$ cat src/rtl/fir_out_requant.sv
// fir_out_requant: rounds and saturates the Q2.30 fir_filter stream to Q1.15.
// The result is buffered in a show-ahead FIFO that has a valid/ready output.
// The upstream filter cannot stall, so a sample that arrives while the FIFO is
// full is dropped and counted. Saturation and drop statistics are exposed.
//
// Output handshake: out_valid is high whenever the FIFO holds at least one
// entry, and out_data is then the head entry. An entry is consumed on a rising
// edge where out_valid && out_ready. out_valid does not depend on out_ready.
// While out_valid && !out_ready, out_data holds its value.
module fir_out_requant #(
  parameter int IN_W  = 32,
  parameter int OUT_W = 16,
  parameter int SHIFT = 15,
  parameter int DEPTH = 16,
  parameter int CNT_W = 16
) (
  input  logic                       clk,
  input  logic                       rst_n,
  input  logic [IN_W-1:0]            y_in,
  input  logic                       y_valid,
  output logic [OUT_W-1:0]           out_data,
  output logic                       out_valid,
  input  logic                       out_ready,
  output logic [$clog2(DEPTH):0]     level,
  output logic                       overflow,
  output logic [CNT_W-1:0]           drop_cnt,
  output logic [CNT_W-1:0]           sat_cnt,
  input  logic                       stats_clr
);

  localparam int AW    = $clog2(DEPTH);
  localparam int LVL_W = AW + 1;
  // Width of the rounded value: IN_W+1 bits after the shift by SHIFT.
  localparam int R_W   = IN_W + 1 - SHIFT;
  localparam logic [IN_W:0]       HALF    = {{IN_W{1'b0}}, 1'b1} << (SHIFT - 1);
  localparam logic [OUT_W-1:0]    OUT_MAX = {1'b0, {(OUT_W-1){1'b1}}};
  localparam logic [OUT_W-1:0]    OUT_MIN = {1'b1, {(OUT_W-1){1'b0}}};
  localparam logic [LVL_W-1:0]    LVL_FULL = LVL_W'(DEPTH);
  localparam logic [CNT_W-1:0]    CNT_MAX  = '1;

  // Stage 1: sign-extend by one bit so that adding the rounding half cannot
  // wrap at the most positive input. The arithmetic shift is a bit slice.
  logic [IN_W:0]  sum;
  logic [R_W-1:0] r1;
  logic           v1;

  assign sum = {y_in[IN_W-1], y_in} + HALF;

  // S1 register: rounded value and its valid bit.
  always_ff @(posedge clk) begin
    if (!rst_n) begin
      r1 <= '0;
      v1 <= 1'b0;
    end else begin
      r1 <= sum[IN_W:SHIFT];
      v1 <= y_valid;
    end
  end

  // Stage 2: r1 fits OUT_W bits only if every bit above the output sign bit
  // equals that sign bit. Otherwise clip toward the sign of r1.
  logic [R_W-OUT_W:0] hi_bits;
  logic               in_range;
  logic [OUT_W-1:0]   clip;
  logic [OUT_W-1:0]   d2;
  logic               sat2;
  logic               v2;

  assign hi_bits  = r1[R_W-1:OUT_W-1];
  assign in_range = (&hi_bits) | (~|hi_bits);
  assign clip     = in_range ? r1[OUT_W-1:0] : (r1[R_W-1] ? OUT_MIN : OUT_MAX);

  // S2 register: clipped sample, saturation flag and valid bit.
  always_ff @(posedge clk) begin
    if (!rst_n) begin
      d2   <= '0;
      sat2 <= 1'b0;
      v2   <= 1'b0;
    end else begin
      d2   <= clip;
      sat2 <= !in_range;
      v2   <= v1;
    end
  end

  // FIFO: at full, a write is accepted only when a pop happens on the same edge.
  logic [OUT_W-1:0] mem [DEPTH];
  logic [AW-1:0]    wr_ptr;
  logic [AW-1:0]    rd_ptr;
  logic             pop;
  logic             push;
  logic             drop;

  assign out_valid = (level != '0);
  assign pop       = out_valid && out_ready;
  assign push      = v2 && ((level != LVL_FULL) || pop);
  assign drop      = v2 && !push;
  assign out_data  = out_valid ? mem[rd_ptr] : '0;

  // Storage write. The array is not reset because entries are read only
  // while out_valid is high.
  always_ff @(posedge clk) begin
    if (push) begin
      mem[wr_ptr] <= d2;
    end
  end

  // Pointer and occupancy update. The pointers wrap modulo DEPTH.
  always_ff @(posedge clk) begin
    if (!rst_n) begin
      wr_ptr <= '0;
      rd_ptr <= '0;
      level  <= '0;
    end else begin
      if (push) wr_ptr <= wr_ptr + 1'b1;
      if (pop)  rd_ptr <= rd_ptr + 1'b1;
      case ({push, pop})
        2'b10:   level <= level + 1'b1;
        2'b01:   level <= level - 1'b1;
        default: level <= level;
      endcase
    end
  end

  // Statistics. An event in the same cycle as stats_clr wins over the clear.
  always_ff @(posedge clk) begin
    if (!rst_n) begin
      overflow <= 1'b0;
      drop_cnt <= '0;
      sat_cnt  <= '0;
    end else if (stats_clr) begin
      overflow <= drop;
      drop_cnt <= drop ? CNT_W'(1) : '0;
      sat_cnt  <= (v2 && sat2) ? CNT_W'(1) : '0;
    end else begin
      if (drop) overflow <= 1'b1;
      if (drop && drop_cnt != CNT_MAX)          drop_cnt <= drop_cnt + 1'b1;
      if (v2 && sat2 && sat_cnt != CNT_MAX)     sat_cnt  <= sat_cnt + 1'b1;
    end
  end

endmodule

$ cat config.mk
export PLATFORM = sky130hd
export DESIGN_NAME = fir_out_requant
export DESIGN_NICKNAME = d
export VERILOG_FILES = /design/src/rtl/fir_out_requant.sv
export SDC_FILE = /design/constraint.sdc
export NUM_CORES = 1
export LEC_CHECK = 0
export CORE_UTILIZATION = 60
export DETAILED_ROUTE_END_ITERATION = 12
export GPL_TIMING_DRIVEN = 0
export HOLD_SLACK_MARGIN = 0.12
export PLACE_DENSITY = 0.9
export REMOVE_ABC_BUFFERS = 1
export SETUP_SLACK_MARGIN = 0.2
export SLEW_MARGIN = 0
export SYNTH_ARGS = -nofsm -noshare
export SYNTH_HDL_FRONTEND = slang
export SYNTH_SLANG_ARGS = --single-unit
$ cat constraint.sdc
create_clock -name clk -period 4.2 [get_ports clk]
set_input_delay 1.05 -clock clk [delete_from_list [all_inputs] [get_ports clk]]
set_output_delay 1.05 -clock clk [all_outputs]
set_load 0.005 [all_outputs]
==> run_1/flops_by_reg.png <==
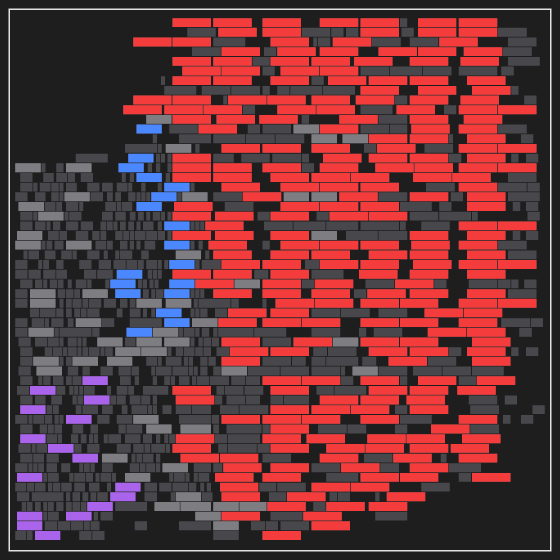
- red: mem (placed flops 256)
- blue: r1 (placed flops 18; where west)
- purple: drop_cnt (placed flops 16; where south-west)
- not coloured: 53
sequential cell area: 9440 um2
final core utilization: 0.732
Seq/total area: 0.589
reported sequential group power: 0.00389 W

==> run_1/congestion.png <==
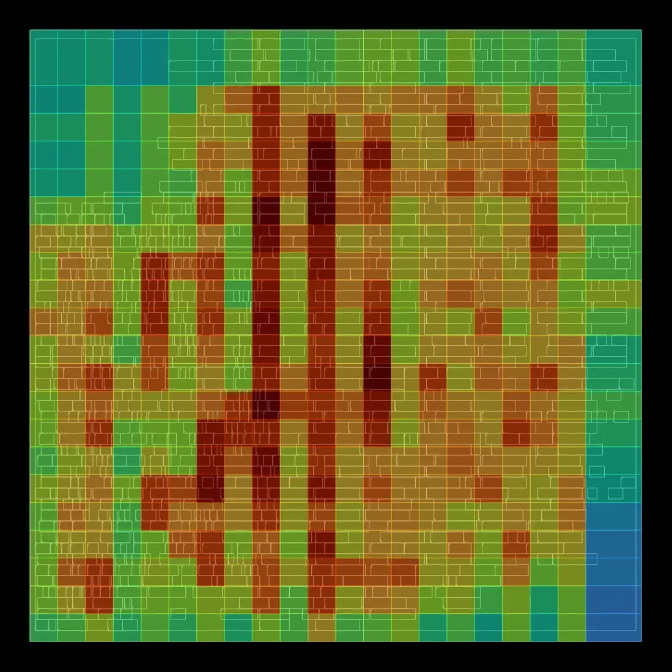
GRT met3 Usage: 0.0539
average detailed-routed wire length per instance: 24.1 um
met1 Use GR: 0.353
most congested layer reported by global routing: met2

==> run_1/placement_by_type.png <==
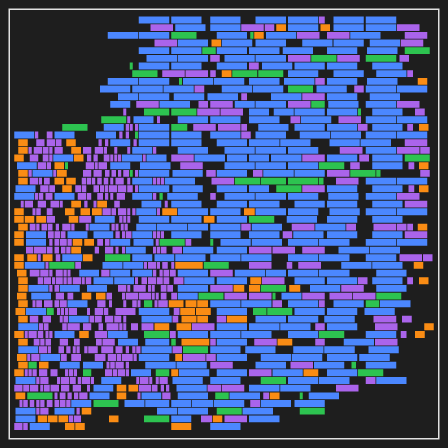
- purple: combinational and other logic (cells 464)
- green: clock drivers and dummy loads (cells 64)
- blue: flops (cells 343)
- orange: other buffers and delay cells (cells 101)
CORE AREA: 21900 um2
final instance area: 16000 um2
FP Rows: 54

==> run_1/cell_density.png <==
The die is cut into 15 by 15 equal tiles; black is low, pale yellow is high, 0 to 100% covered.
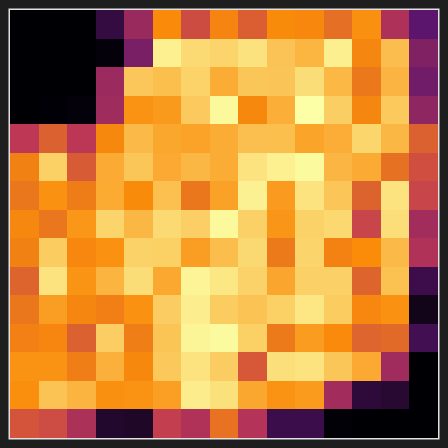
- fullest tile: 100%
- nearly empty tiles: 8.4%
- emptiest ninth of the die: north-west
- tiles over 75% full: 56%
initial standard-cell utilization of the core: 0.615

run 1: sequential cells by signal (all words and copies together) (netlist names), named ones only:
register  count
mem         256
r1           18
d2           16
drop_cnt     16
sat_cnt      16
level         5
rd_ptr        4
wr_ptr        4
overflow      1
sat2          1
v1            1
v2            1
run 1: logic make-up (layout without fill, tap and decap cells):
logic type / count (synthesis) / in the layout / synth area share
simple gates: 232 / 232 / 0.0812
compound gates: 60 / 60 / 0.0283
flops: 343 / 343 / 0.700
buf+inv: 50 / 179 / 0.0146
fa+ha+maj: 12 / 12 / 0.0117
xor+xnor: 47 / 47 / 0.0306
mux: 99 / 99 / 0.133
run 1: what timing repair did:
action / in CTS / in global routing
resized: 4 / 1
setup buffers: 1 / 2
setup endpoints to repair: 16 / 9
==> results.txt, run 1 <==
Purpose: to document the outcome of synthesis and place and route.

Run status
The run finished with clean final reports.

Run
The number of warning messages in the logs is 42.

Worst setup path
For the worst reg-to-reg path, the startpoint reported by OpenROAD is level[0]. In this run the register-to-register setup slack is 1.32 ns. The number of buffers and inverters on the critical path is 1. Traced cell by cell, the critical path runs through mux4_2 > mux2i_1 > o22ai_1 > clkdlybuf4s50_1. The startpoint-to-endpoint class of the critical path is register to output pin. The delay contributed by the slowest stage of the critical path is 0.92 ns. The worst setup path is captured at an output pin.

Counting buffers and inverters, the worst setup path is 4 cells deep.

Timing
Setup repair after global routing left no endpoint under its margin. The count of endpoints failing hold in the final timing report is 0. The summed negative setup slack over all endpoints is 0 ns. The setup slack of the critical path after layout is 0.335 ns. In the finished design, the share of the clock period the worst path needs comes to 0.920. Endpoints with negative setup slack in the final report add up to 0.

CTS
The total clock sinks is 343. The largest buffer count on any clock path is 3. CTS added clock buffers totalling 35. The total number of H-tree levels is 2. The clock latency reported for the late side of the worst-skew pair is 0.52 ns.

Logic synthesis
Of the post-synthesis cell area, the dominant cell type holds 0.571. The sequential cell area fraction in the yosys report is 0.700. After technology mapping, the gate count stands at 843. A synthesized cell averages 16.0 um2. The number of cells in the yosys synthesis report is 843.

The number of distinct library cell variants in the gate-level netlist after synthesis is 49. In this run, synthesis inferred 256 flip-flops with an integrated enable.

Power
The switching power as a share of total power is 0.251. The peak supply drop is 354 uV. The share of total power dissipated in sequential elements is 0.449. The total internal power is 0.00649 W.

The clock network power consumption is 0.00309 W. The combinational gate power is 0.00168 W.

GRT
The via count of the first global-routing pass is 7859. The number of antenna violations at the first check in global routing is 0. The maximum number of pins on one net before global-route repair is 65.

Placement
During placement, the flow inserted port buffers numbering 77. At the end of routability-driven placement, the weighted congestion stood at 0.858. In this run the cell area measured after placement is 14800 um2.

Floorplan
For this design the top-level I/O count stands at 92. According to the floorplan report, the total die area is 23000 um2.

Routing
The top layer reached by signal wires is met4. Once detail routing completed, the nets flagged for antenna violations numbered 0.

Min path
The worst min-delay path startpoint is v1. The tightest min-delay check is of the register to register type.

Final layout
The non-clock buffering overhead in the final layout is 0.0697. The filler cell count is 1276. The finished design was reported to have a net count of 994.
==> run 2: changes to the inputs <==
--- a/config.mk
+++ b/config.mk
@@ -5,13 +5,14 @@
 export SDC_FILE = /design/constraint.sdc
 export NUM_CORES = 1
 export LEC_CHECK = 0
-export CORE_UTILIZATION = 60
+export CORE_UTILIZATION = 37
 export DETAILED_ROUTE_END_ITERATION = 12
 export GPL_TIMING_DRIVEN = 0
 export HOLD_SLACK_MARGIN = 0.12
-export PLACE_DENSITY = 0.9
+export PLACE_DENSITY = 0.63
 export REMOVE_ABC_BUFFERS = 1
 export SETUP_SLACK_MARGIN = 0.2
+export SKIP_LAST_GASP = 1
 export SLEW_MARGIN = 0
 export SYNTH_ARGS = -nofsm -noshare
 export SYNTH_HDL_FRONTEND = slang
==> run_2/placement_by_type.png <==
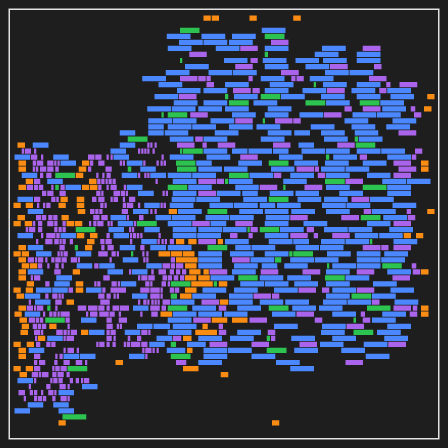
- green: clock drivers and dummy loads (cells 66)
- purple: combinational and other logic (cells 464)
- orange: other buffers and delay cells (cells 103)
- blue: flops (cells 343)

==> run 2 against run 1 <==
  * Cell count grew 15%
  * The run now ends with design-rule violations left
  * Area after synthesis is the same
  * Critical path type unchanged
  * Sequential cell count is the same
  * Via count shrank 5.4%
  * Critical endpoint is now out_data[13]
==> results.txt, run 2 <==
Purpose: to document the outcome of synthesis and place and route.

Run status
The run finished, with violations left. The final reports fail on design-rule violations.

Logic synthesis
The top logic cell family in the synthesized netlist is multiplexers. The area fraction in full adders, half adders and majority gates is 0.0117 (unchanged). The proportion of synthesized area in mux cells is 0.133 (unchanged). The number of distinct library cell variants in the gate-level netlist after synthesis is 49 (unchanged). The post-synth tally of flip-flops with integrated enable is 256 (unchanged). The number of instances in the synthesized netlist is 843 (unchanged). The share of Yosys cell area claimed by the top area cell type is 0.571 (unchanged). The sequential cell area fraction in the yosys report is 0.700 (unchanged).

The post-synthesis share of cell area spent on and, or, nand and nor gates came to 0.0812 (unchanged).

Placement
The number of buffer cells added on primary ports is 77 (unchanged). The instance area at placement was 15100 um2 (+1.8%). The global placer's final weighted congestion came to 0.805 (-6.3%).

GRT
The number of antenna violations at the first check in global routing came to 0 (unchanged). The maximum number of pins on one net before global-route repair came to 36 (-45%). The via count of the first global-routing pass was 7413 (-5.7%).

Worst setup path
The delay contributed by the slowest stage of the critical path came to 0.50 ns (-0.42 ns). The worst register-to-register path begins at level[0]. The endpoint kind of the worst setup timing path is an output pin.

Timing
The portion of the clock cycle consumed by the worst path in the final layout came to 0.905 (-0.0154). Setup repair after global routing left no endpoint under its margin.

Min path
The tightest min-delay check is of the register to register type.

Final layout
The non-clock buffering overhead in the final layout is 0.0713 (+0.00159). The largest registers in the layout are mem (256), r1 (18). The filler cell count is 3087 (+140%). The post-route core utilization came to 0.457 (-0.275).

The fraction of area in registers is 0.580 (-0.00933). Counting flops per register, the top entry is mem. The number of flip-flops in the largest register is 256 (unchanged).

Routing
The script parses the final routing iteration and logs DRC violations as 2. The routed length per placed instance is 19.6 um (-19%).

Floorplan
The total die size is 37100 um2 (+61%). The site row count was 69 (+28%). The I/O pin count was 92 (unchanged). The starting density of the core is 0.378 (-0.237).

CTS
The largest buffer count on any clock path is 3 (unchanged). The post-CTS setup buffer count came to 1 (unchanged). The total number of H-tree levels is 2 (unchanged).
## run 2: routing by layer
metal | track usage | part of all wire | vias up
met3 | 0.0369 | 0.053 | 37
li1 | - | - | 3444
met4 | 0.0403 | 0.017 | 0
met1 | 0.215 | 0.46 | 3714
met2 | 0.247 | 0.47 | 169
met5 | 0 | 0 | -
## run 2: report_power, final
group	switching (W)	internal [W]	total (W)	leakage [nW]
clock network	0.00127	0.00180	0.00308	0.569
logic	0.000767	0.000942	0.00171	1.50
registers	0.000127	0.00373	0.00385	3.06
## run 2: path summary, 6_finish.rpt
| kind | endpoint | slack [ns] |
|---|---|---|
| worst max-delay path | out_data[13] | 0.40 |
| worst min-delay path | v2 | 0.43 |
| worst max register to register | level[4] | 1.32 |
| worst min register to register | v2 | 0.43 |
==> run 3: changes to the inputs <==
==> constraint.sdc (replaced) <==
create_clock -name clk -period 4.2 [get_ports clk]
set_input_delay 1.05 -clock clk [delete_from_list [all_inputs] [get_ports clk]]
set_output_delay 1.05 -clock clk [all_outputs]
set_load 0.1 [all_outputs]
==> run_3/cell_density.png <==
The die is cut into 19 by 19 equal tiles; black is low, pale yellow is high, 0 to 100% covered.
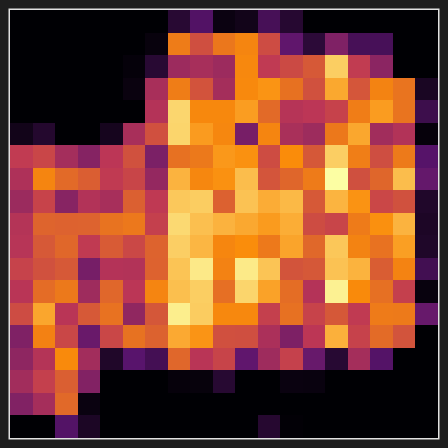
- densest ninth of the die: centre
- nearly empty tiles: 25%
- emptiest ninth of the die: north-west
- mean over tiles: 42%
initial standard-cell utilization of the core: 0.378
CORE AREA: 35700 um2
final core utilization: 0.457

==> run 3 against run 2 <==
  * The flow still finishes with violations (design-rule violations)
  * Clock power barely moved
  * Clock skew fell by 0.0012 ns
  * Synthesized cell count did not move
  * Total power rose by 13%
  * Maximum frequency fell by 1.2%
  * Area after synthesis did not move
  * First-iteration DRC count rose by 1.5%
  * Critical path depth did not move
  * Critical endpoint is now out_data[14]
  * Largest cell class unchanged
==> results.txt, run 3 <==
Purpose: to document the outcome of synthesis and place and route.

GRT
The number of antenna violations at the first check in global routing is 0 (unchanged). The met2 capacity usage during global routing is 0.247 (+0.000276). The layer with the highest usage after global routing is met2. The via count of the first global-routing pass is 7415 (+0.027%). The met1 track demand over resource in global routing is 0.216 (about the same). The maximum number of pins on one net before global-route repair is 36 (unchanged). The met3 usage was 0.0369 (unchanged).

Placement
The number of buffer cells added on primary ports came to 77 (unchanged). The global placer's final weighted congestion came to 0.805 (unchanged). The instance area at placement came to 15100 um2 (unchanged).

Power
The combinational cell fraction of total power is 0.287 (+0.089). The combinational gate power is 0.00279 W (+63%). The switching power as a share of total power is 0.339 (+0.0885). The clock network power consumption is 0.00307 W (about the same). The proportion of power drawn by the clock network is 0.316 (-0.040). The reported net switching power was 0.00330 W (+52%). The total internal power is 0.00642 W (-0.76%). The register share of total power came to 0.397 (-0.049). The power drawn by the sequential cells is 0.00386 W (about the same).

Logic synthesis
The flip-flop and latch count after synthesis is 343. The number of instances in the synthesized netlist is 843 (unchanged). The synthesis stats list as the most numerous cell sky130_fd_sc_hd__edfxtp_1. The share of Yosys cell area claimed by the top area cell type is 0.571 (unchanged). The post-synthesis share of cell area spent on and, or, nand and nor gates came to 0.0812 (unchanged). The mean instance size in the synthesized netlist is 16.0 um2.

The sequential cell area fraction in the yosys report came to 0.700 (unchanged). The proportion of synthesized area in mux cells came to 0.133 (unchanged). For reference, the top logic cell family by area is multiplexers. The number of cells reported by Yosys stat comes to 843. The number of distinct library cell variants in the gate-level netlist after synthesis is 49 (unchanged). The area fraction in full adders, half adders and majority gates is 0.0117 (unchanged). Per the synthesis report, the AND-OR/OR-AND share of the synthesized area is 0.0283.

By count the netlist is led by sky130_fd_sc_hd__edfxtp_1, sky130_fd_sc_hd__nor2_1, sky130_fd_sc_hd__dfxtp_1.

Run status
The flow ran to the end, but the final reports show violations. The checks that failed: design-rule violations.

Timing
Setup repair after global routing left no endpoint under its margin. The portion of the clock cycle consumed by the worst path in the final layout is 0.916 (+0.0106). The highest clock rate is 260 MHz.

CTS
The total number of H-tree levels is 2 (unchanged). In this run the clock root is driven by a sky130_fd_sc_hd__clkbuf_16. The largest buffer count on any clock path is 3 (unchanged).

Final layout
In the final layout, the registers with the most flip-flops are mem (256), r1 (18). The fraction of area in registers is 0.580 (about the same). In this run the layout overhead on the synthesized area is reported as 21.0%.

The non-clock buffering overhead in the final layout was 0.0717 (+0.000357). The number of flip-flops in the largest register is 256 (unchanged). The filler cell count came to 3084 (-0.097%). mem holds more flip-flops than any other register.

Routing
The wire length on met3 is 1720 um (+14%). The wire length on met2 is 13200 um (+0.55%). The routed length per placed instance is 19.6 um (+0.32%). After detailed routing, no signal wire sits above met4. The remaining design rule violation count was 2 (unchanged).

Floorplan
The site row count is 69 (unchanged). The chip width is 193 um. The I/O pin count is 92 (unchanged). The number of tap instances is 461. The total die size is 37100 um2 (unchanged).

Min path
In this run the worst hold path is classified as register to register.

Worst setup path
The endpoint kind of the worst setup timing path is an output pin. The delay contributed by the slowest stage of the critical path was 0.87 ns (+0.37 ns). Max fanout on the critical path was recorded as 35.
[run 3: logic make-up (layout without fill, tap and decap cells)]
logic type	after synthesis	count (layout)
AOI/OAI and AO/OA	60	60
xor gates and xnor gates	47	47
adders and majority gates	12	12
buffers and inverters	50	184
DFF	343	343
muxes	99	99
and+or+nand+nor	232	232
[run 3: what timing repair did]
item	4_1_cts	5_1_grt
cloned	0	0
resized	41	10
setup endpoints to repair	16	10
hold endpoints to repair	0	0
pin swaps	0	0
buffers inserted	1	3
[run 3: path summary, 6_finish.rpt]
kind                  from           end  slack [ns]  cells after the start
setup / recovery  register  out_data[14]        0.35                      5
hold reg to reg         v1            v2        0.43                      1
hold / removal          v1            v2        0.43                      1
setup reg to reg  level[0]      level[4]        1.31                     10

==> notes/layouts.md <==
Pictures saved along the way, in no particular order.

Cells by drive strength.
panel A
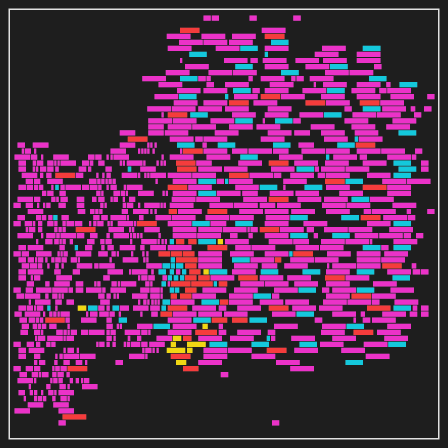
panel B
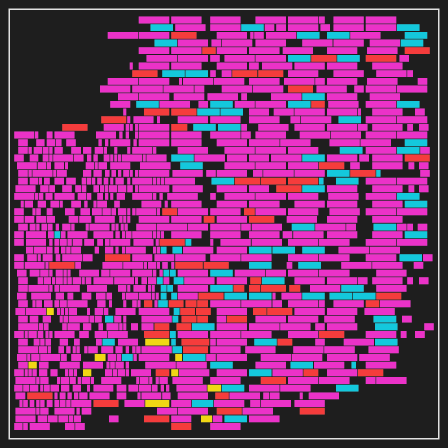
panel B: run 1
panel A: run 2

Key to panel A:
- cyan: _2 cells (cells 97; share 9.9%)
- magenta: _0 and _1 cells (cells 805; share 82%)
- red: _6 and larger (cells 64; share 6.6%)
- yellow: _3 and _4 cells (cells 10; share 1.0%)

No activity file was given, so power comes from the tool's default toggle rates.
